**Wire density map**

Scale bar: 20 µm. 20 x 18 tiles, from dark blue (low) to red (high), scaled to the fullest tile. Values are wire area over tile area, all layers added.
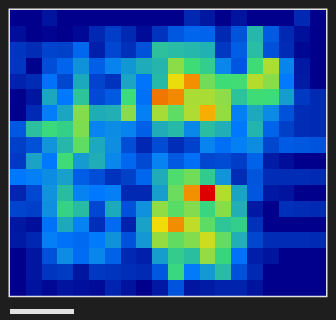
**M3 wires**

Scale bar: 20 µm.
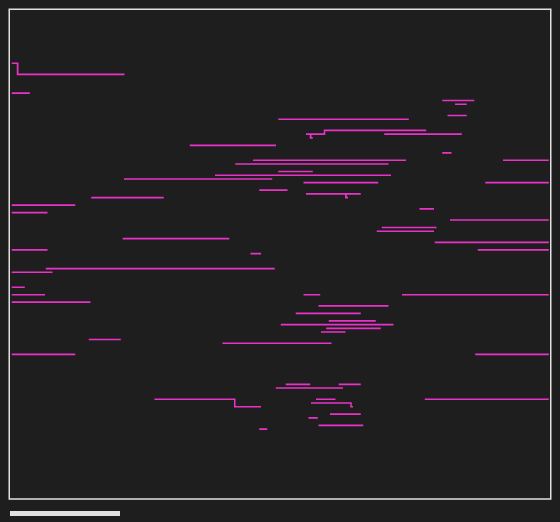
**Clock nets**

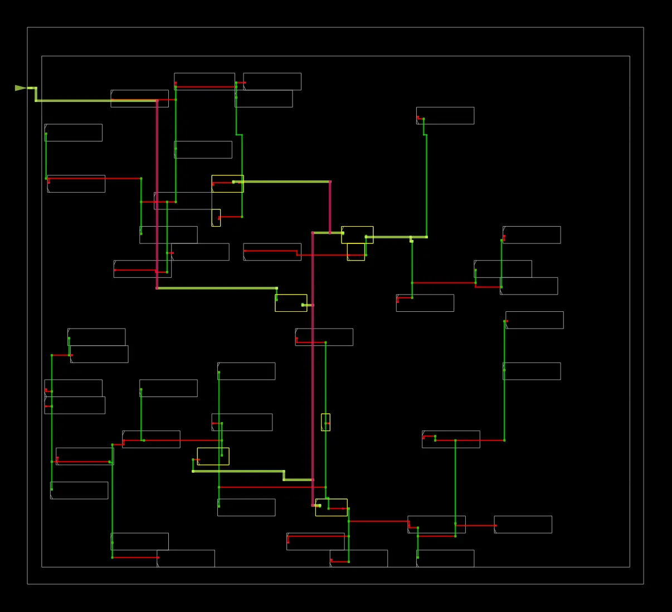
**Placed cells, one colour a class**

Fill, decap, tap and diode cells in grey.
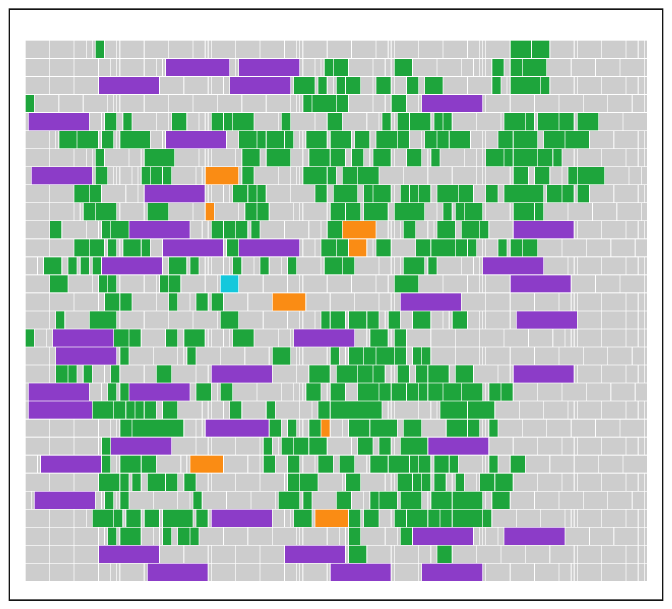
**Signal wires on met1**

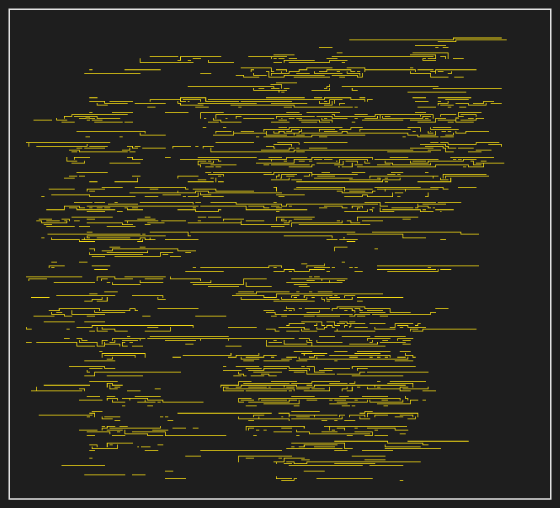
$ cat config.mk
export PLATFORM = sky130hd
export DESIGN_NAME = player_ctrl
export DESIGN_NICKNAME = d
export VERILOG_FILES = /design/src/rtl/player_ctrl.sv
export SDC_FILE = /design/constraint.sdc
export NUM_CORES = 1
export LEC_CHECK = 0
export ABC_CLOCK_PERIOD_IN_PS = 6000
export CELL_PAD_IN_SITES_DETAIL_PLACEMENT = 0
export CELL_PAD_IN_SITES_GLOBAL_PLACEMENT = 1
export CORE_ASPECT_RATIO = 0.9
export CORE_MARGIN = 2
export CORE_UTILIZATION = 39
export DETAILED_ROUTE_END_ITERATION = 10
export DONT_BUFFER_PORTS = 1
export HOLD_SLACK_MARGIN = 0.03
export PLACE_DENSITY = 0.69
export SETUP_SLACK_MARGIN = 0.2
export SYNTH_ARGS = -nofsm -noshare
export SYNTH_HDL_FRONTEND = slang
export SYNTH_SLANG_ARGS = --single-unit
$ cat constraint.sdc
create_clock -name clk -period 6 [get_ports clk]
set_clock_uncertainty 0.15 [all_clocks]
set_input_delay 0.9 -clock clk [delete_from_list [all_inputs] [get_ports clk]]
set_output_delay 0.9 -clock clk [all_outputs]
set_load 0.01 [all_outputs]
$ cat src/rtl/player_ctrl.sv
`default_nettype none
// ============================================================================
// Module      : player_ctrl
// Description : Per-frame controller for one 32x32 player sprite. Converts
//               joystick levels and a kill pulse into the renderer's
//               configuration (top-left position and sprite index). All state
//               advances only on frame_tick so the renderer sees stable
//               values for the whole active frame.
// Ports       : clk                - system/pixel clock
//               reset_n            - asynchronous active-low reset
//               frame_tick         - one-cycle pulse per frame (vblank)
//               btn_up/down/left/right - synchronised direction levels
//               kill               - one-cycle pulse, player was hit
//               centerX/centerY    - signed 11-bit sprite top-left
//               sprite_num         - sprite index 0..6
//               alive              - low while the death sprite is shown
// Revision    : 1.0 - initial release
// ============================================================================
module player_ctrl #(
    parameter int STEP         = 2,
    parameter int X_MIN        = 0,
    parameter int X_MAX        = 768,
    parameter int Y_MIN        = 0,
    parameter int Y_MAX        = 568,
    parameter int SPAWN_X      = 32,
    parameter int SPAWN_Y      = 32,
    parameter int ANIM_DIV     = 8,
    parameter int DEATH_FRAMES = 60
) (
    input  logic               clk,
    input  logic               reset_n,
    input  logic               frame_tick,
    input  logic               btn_up,
    input  logic               btn_down,
    input  logic               btn_left,
    input  logic               btn_right,
    input  logic               kill,
    output logic signed [10:0] centerX,
    output logic signed [10:0] centerY,
    output logic [2:0]         sprite_num,
    output logic               alive
);

    localparam int c_ANIM_W  = (ANIM_DIV > 1) ? $clog2(ANIM_DIV) : 1;
    localparam int c_DEATH_W = (DEATH_FRAMES > 1) ? $clog2(DEATH_FRAMES) : 1;

    localparam logic [1:0] c_S_IDLE  = 2'd0;
    localparam logic [1:0] c_S_WALK  = 2'd1;
    localparam logic [1:0] c_S_DYING = 2'd2;

    // Direction codes equal the standing-sprite indices.
    localparam logic [1:0] c_D_DOWN  = 2'd0;
    localparam logic [1:0] c_D_UP    = 2'd1;
    localparam logic [1:0] c_D_LEFT  = 2'd2;
    localparam logic [1:0] c_D_RIGHT = 2'd3;

    localparam logic [2:0] c_SPR_WALK_V = 3'd4;
    localparam logic [2:0] c_SPR_WALK_H = 3'd5;
    localparam logic [2:0] c_SPR_DEATH  = 3'd6;

    localparam logic signed [10:0]  c_SPAWN_X    = 11'(SPAWN_X);
    localparam logic signed [10:0]  c_SPAWN_Y    = 11'(SPAWN_Y);
    localparam logic [c_ANIM_W-1:0]  c_ANIM_LAST  = c_ANIM_W'(ANIM_DIV - 1);
    localparam logic [c_DEATH_W-1:0] c_DEATH_LAST = c_DEATH_W'(DEATH_FRAMES - 1);

    // One step in 12-bit signed arithmetic, clamped before truncation so the
    // position can never wrap.
    function automatic logic signed [10:0] f_step(
        input logic signed [10:0] pos,
        input logic               inc,
        input int                 lo,
        input int                 hi
    );
        logic signed [11:0] v_ext;
        logic signed [11:0] v_nxt;
        v_ext = 12'(pos);
        v_nxt = inc ? (v_ext + 12'(STEP)) : (v_ext - 12'(STEP));
        if (v_nxt < 12'(lo)) begin
            v_nxt = 12'(lo);
        end else if (v_nxt > 12'(hi)) begin
            v_nxt = 12'(hi);
        end
        return v_nxt[10:0];
    endfunction

    logic [1:0]           state_q, state_d;
    logic [1:0]           dir_q, dir_d;
    logic [c_ANIM_W-1:0]  anim_q, anim_d;
    logic                 phase_q, phase_d;
    logic [c_DEATH_W-1:0] death_q, death_d;
    logic                 pend_q, pend_d;
    logic signed [10:0]   cx_q, cx_d;
    logic signed [10:0]   cy_q, cy_d;
    logic [2:0]           spr_q, spr_d;
    logic                 alive_q, alive_d;

    logic                 w_any;
    logic [1:0]           w_dir;
    logic signed [10:0]   w_cx_step;
    logic signed [10:0]   w_cy_step;

    assign w_any = btn_up | btn_down | btn_left | btn_right;

    // Priority up > down > left > right; only one axis moves per frame.
    always_comb begin
        w_dir = c_D_RIGHT;
        if (btn_up) begin
            w_dir = c_D_UP;
        end else if (btn_down) begin
            w_dir = c_D_DOWN;
        end else if (btn_left) begin
            w_dir = c_D_LEFT;
        end
    end

    always_comb begin
        w_cx_step = cx_q;
        w_cy_step = cy_q;
        case (w_dir)
            c_D_UP:   w_cy_step = f_step(cy_q, 1'b0, Y_MIN, Y_MAX);
            c_D_DOWN: w_cy_step = f_step(cy_q, 1'b1, Y_MIN, Y_MAX);
            c_D_LEFT: w_cx_step = f_step(cx_q, 1'b0, X_MIN, X_MAX);
            default:  w_cx_step = f_step(cx_q, 1'b1, X_MIN, X_MAX);
        endcase
    end

    // State register
    always_ff @(posedge clk or negedge reset_n) begin
        if (!reset_n) begin
            state_q <= c_S_IDLE;
            dir_q   <= c_D_DOWN;
            anim_q  <= '0;
            phase_q <= 1'b0;
            death_q <= '0;
            pend_q  <= 1'b0;
            cx_q    <= c_SPAWN_X;
            cy_q    <= c_SPAWN_Y;
            spr_q   <= 3'd0;
            alive_q <= 1'b1;
        end else begin
            state_q <= state_d;
            dir_q   <= dir_d;
            anim_q  <= anim_d;
            phase_q <= phase_d;
            death_q <= death_d;
            pend_q  <= pend_d;
            cx_q    <= cx_d;
            cy_q    <= cy_d;
            spr_q   <= spr_d;
            alive_q <= alive_d;
        end
    end

    // Next-state logic
    always_comb begin
        state_d = state_q;
        dir_d   = dir_q;
        anim_d  = anim_q;
        phase_d = phase_q;
        death_d = death_q;
        cx_d    = cx_q;
        cy_d    = cy_q;
        spr_d   = spr_q;
        alive_d = alive_q;
        // A kill on a tick cycle only latches here; IDLE/WALK act on the
        // previously latched value, so it takes effect one tick later.
        pend_d  = pend_q | (kill & (state_q != c_S_DYING));

        if (frame_tick) begin
            case (state_q)
                c_S_IDLE, c_S_WALK: begin
                    if (pend_q) begin
                        state_d = c_S_DYING;
                        death_d = '0;
                        spr_d   = c_SPR_DEATH;
                        alive_d = 1'b0;
                        pend_d  = 1'b0;
                    end else if (!w_any) begin
                        state_d = c_S_IDLE;
                        phase_d = 1'b0;
                        spr_d   = {1'b0, dir_q};
                    end else begin
                        state_d = c_S_WALK;
                        dir_d   = w_dir;
                        cx_d    = w_cx_step;
                        cy_d    = w_cy_step;
                        if (state_q == c_S_IDLE) begin
                            anim_d  = '0;
                            phase_d = 1'b0;
                        end else if (anim_q == c_ANIM_LAST) begin
                            anim_d  = '0;
                            phase_d = ~phase_q;
                        end else begin
                            anim_d  = anim_q + 1'b1;
                        end
                        if (phase_d) begin
                            spr_d = w_dir[1] ? c_SPR_WALK_H : c_SPR_WALK_V;
                        end else begin
                            spr_d = {1'b0, w_dir};
                        end
                    end
                end
                c_S_DYING: begin
                    if (death_q == c_DEATH_LAST) begin
                        state_d = c_S_IDLE;
                        death_d = '0;
                        cx_d    = c_SPAWN_X;
                        cy_d    = c_SPAWN_Y;
                        dir_d   = c_D_DOWN;
                        spr_d   = 3'd0;
                        alive_d = 1'b1;
                        anim_d  = '0;
                        phase_d = 1'b0;
                    end else begin
                        death_d = death_q + 1'b1;
                    end
                end
                default: begin
                    state_d = c_S_IDLE;
                end
            endcase
        end
    end

    // Output logic: everything is registered, outputs are direct copies.
    always_comb begin
        centerX    = cx_q;
        centerY    = cy_q;
        sprite_num = spr_q;
        alive      = alive_q;
    end

endmodule
`default_nettype wire

==> notes.md <==
Synthesis and PnR results.

- The flow ran to the end, and the final reports show no timing, DRC or antenna violations.
- The count of flip-flops with a built-in enable after synthesis reads 0.
- The iteration-0 DRC count of the detailed router is 272.
- The total setup violations reported at the end of the flow is 0.
- The maximum vdd ir drop is 0.000171 V.
- The sequential standard cell area is 980 µm².
- The count of placed standard cells including taps is 466.
- The destination of the worst register-to-register timing path reads centerY[7]$_DFFE_PN0P_.
- The fill cell instance count of the final layout is 787.
- In the finished design, the share of the clock period the worst path needs comes to 0.509.
- 0 antenna diodes ended up in the layout.
- The warning count from the yosys run reads 0.
- The synthesis report gives the async set-or-reset register share as 1.00.
- The number of tap cells inserted is 96.
- Hold timing on the final database bottoms out at a slack of 123 ps.
- The reg-to-reg startpoint reads centerY[2]$_DFFE_PN0P_.
- The synthesized-area fraction occupied by and/or/nand/nor cells is 0.291.
- The proportion of cell area occupied by registers reads 0.304.
- The mux contribution to synthesized area is 0.00721.
- The post-route utilization of the core is recorded as 0.421.
- The final hold violation count recorded for this run is 0.
- In the per-layer summary, the met1 wirelength comes to 4.07 mm.
- The final RePlAce weighted congestion is 0.888.
- The critical path startpoint category reads a flip-flop.
- The critical path starts at centerY[2]$_DFFE_PN0P_.
- The count of instantiated cells in the yosys netlist is 394.
- The capture point of the critical path reads centerY[7]$_DFFE_PN0P_.
- The clock-pin slew of the registers on the worst-case setup and hold paths is 100 ps.
- The multi-input combinational cell area is 1990 µm².
- The relative slew slack is 0.444.
- By area, the combinational part of the netlist is dominated by simple AND/OR/NAND/NOR gates.
- For reference, the critical path cell chain is ha_1 -> and4_1 -> o2111a_1 -> o21ai_0 -> a32oi_2 -> nor2_2 -> a221o_1 -> a21o_1.
- The met2 wire length reads 3.56 mm.
- The cell count along the critical path is 8.
- Setup repair after global routing left no endpoint under its margin.
- Detailed routing placed a total of 715 µm of wire on met3.
- The xor-xnor portion of the synthesized cell area reads 0.0336.
- The post-cts resize count is 0.
- The number of non-clock buffers is 1.
- The signal arrival time at the worst endpoint reads 3090 ps.
- The final-layout clock buffer total reads 7.
- The synthesized instance count reads 394.
- The worst reg-to-reg path cell count reads 8.
- The number of global-route vias before repair is 2673.
- From bottom edge to top edge, the die measures 88.9 µm.
- The finished cells cover 3230 µm².
- The area share of and-or/or-and cells after synthesis is 0.275.
- The die footprint is 8740 µm².
- The worst setup path is captured at a flip-flop.
- The number of design rule violations left after detail routing reads 0.
- The max-capacitance violation count reads 0.
- The count of distinct cell types in the synthesized netlist is 72.
- The start-to-end type of the worst setup path reads flip-flop to flip-flop.
- The most used logic cell in the final layout reads nand2_1.
- The family of cells with the greatest summed delay on the critical path is AND-OR/OR-AND gates.
- The detailed-route vias per instance reads 6.17.
- The static leakage power reads 1.25 nW.
- The multi-input gate share of total cell area is 0.617.
- The standard-cell row count reads 30.
- The met3 track utilization from global routing is 0.0594.
- CTS built an H-tree with a depth of 2.
- The pin count of the biggest net entering global routing reads 40.
- The I/O pin count reads 34.
- The global-route congestion overflow total is 0.
- The setup TNS after final layout reads 0 ps.
- The OpenROAD report gives the critical path a required time of 6040 ps.
- In the synthesized netlist the dominant register cell turns out to be dfrtp_1.
- The post-detailed-route wirelength per cell is 17.8 µm.
- Static timing analysis puts the maximum clock frequency at 328 MHz.
- The remaining number of nets flagged by the antenna check after routing is 0.
- The non-filler instance count after layout is 474.
- The highest fanout seen on the critical path is 14.
- The area of the mapped netlist is 3120 µm².
- The proportion of layout cells with a drive suffix above 1 reads 0.0661.
- The final layout report lists a non-clock inverter count of 12.
- Setup slack on the worst reg-to-reg path comes out at 2950 ps.
- No sink is reached through more buffers than the 2 on the longest clock path.
- Summing over the stages, the warning tally comes to 28.
- The fraction of cell area in non-clock buffers reads 0.00233.
- The cell with the biggest individual delay on the critical path reads dfrtp_1.
- The post-synthesis register bit count reads 39.
- The final worst setup slack reads 2950 ps.
- For this run, global-route usage on met2 was measured as 0.297.
- After the last flow step, the layout net total stands at 392.
- The layout report lists the clock-cell share of area as 0.0260.
- The post-route total power reads 1.30 mW.
- The cell at the root of the clock tree reads clkbuf_8.
- At the placement stage, the worst setup path has a slack of 2930 ps.
- The tightest min-delay check is of the input port to asynchronous set/reset pin type.
- The area growth from synthesis to final layout reads 3.24%.
- The library cells used most frequently in the layout, excluding fill and tap cells, are 44 x nand2_1, 36 x dfrtp_1, 34 x nor2_1.
- The longest individual stage delay on the worst path reads 670 ps.
## Picture notes: 'wire density map'
nearly empty tiles: 14%
tiles over half the peak: 13%
fullest tile: 0.67
mean over tiles: 0.16
vias post-DR: 2923
total global-route track usage: 0.198

## Picture notes: 'M3 wires'
nets with wire on the layer: 43
wire length on this layer: 716 µm
share of all routed wire: 8.5%
main direction: horizontal

## Picture notes: 'clock nets'
clock net sink count: 39
num sequential: 39
number of buffers created by CTS: 5
clk pwr: 185 µW

## Picture notes: 'placed cells, one colour a class'
[flip-flops] purple | cells: 39
[other buffers and delay cells] cyan | cells: 1
[clock drivers and dummy loads] orange | cells: 8
[all other logic] green | cells: 330

## Picture notes: 'signal wires on met1'
longest straight run: 29.9 µm
main direction: horizontal
share of all routed wire: 48%
met1 Usage GRT: 0.282
Total Wirelength: 8.45 mm

## cell usage after synthesis (all sizes together) (4+ instances only)
cell type	instances	area (µm²)
a21oi	20	100
o21ai	30	154
o211ai	4	30.0
nand4	9	56.3
nand2	45	171
a211o	4	35.0
nor2b	4	25.0
a31oi	8	50.1
nand3	14	75.1
or3	5	36.3
nand2b	9	56.3
clkbuf	17	63.8
nor3	18	95.1
and2	6	37.5
a21o	4	30.0
buf	9	50.0
inv	12	45.0
dfrtp	36	901
o21a	9	67.6
xnor2	7	61.3
xor2	5	43.8
nor2	36	140
ha	7	87.6
nor4	8	65.1
o31ai	8	73.8
## power breakdown
group	total (mW)	internal, mW	switching [mW]
registers	0.566	0.345	0.221
logic	0.552	0.233	0.319
clock network	0.185	0.0825	0.103
Power figures rest on the tool's default switching activity, not on a simulated workload.
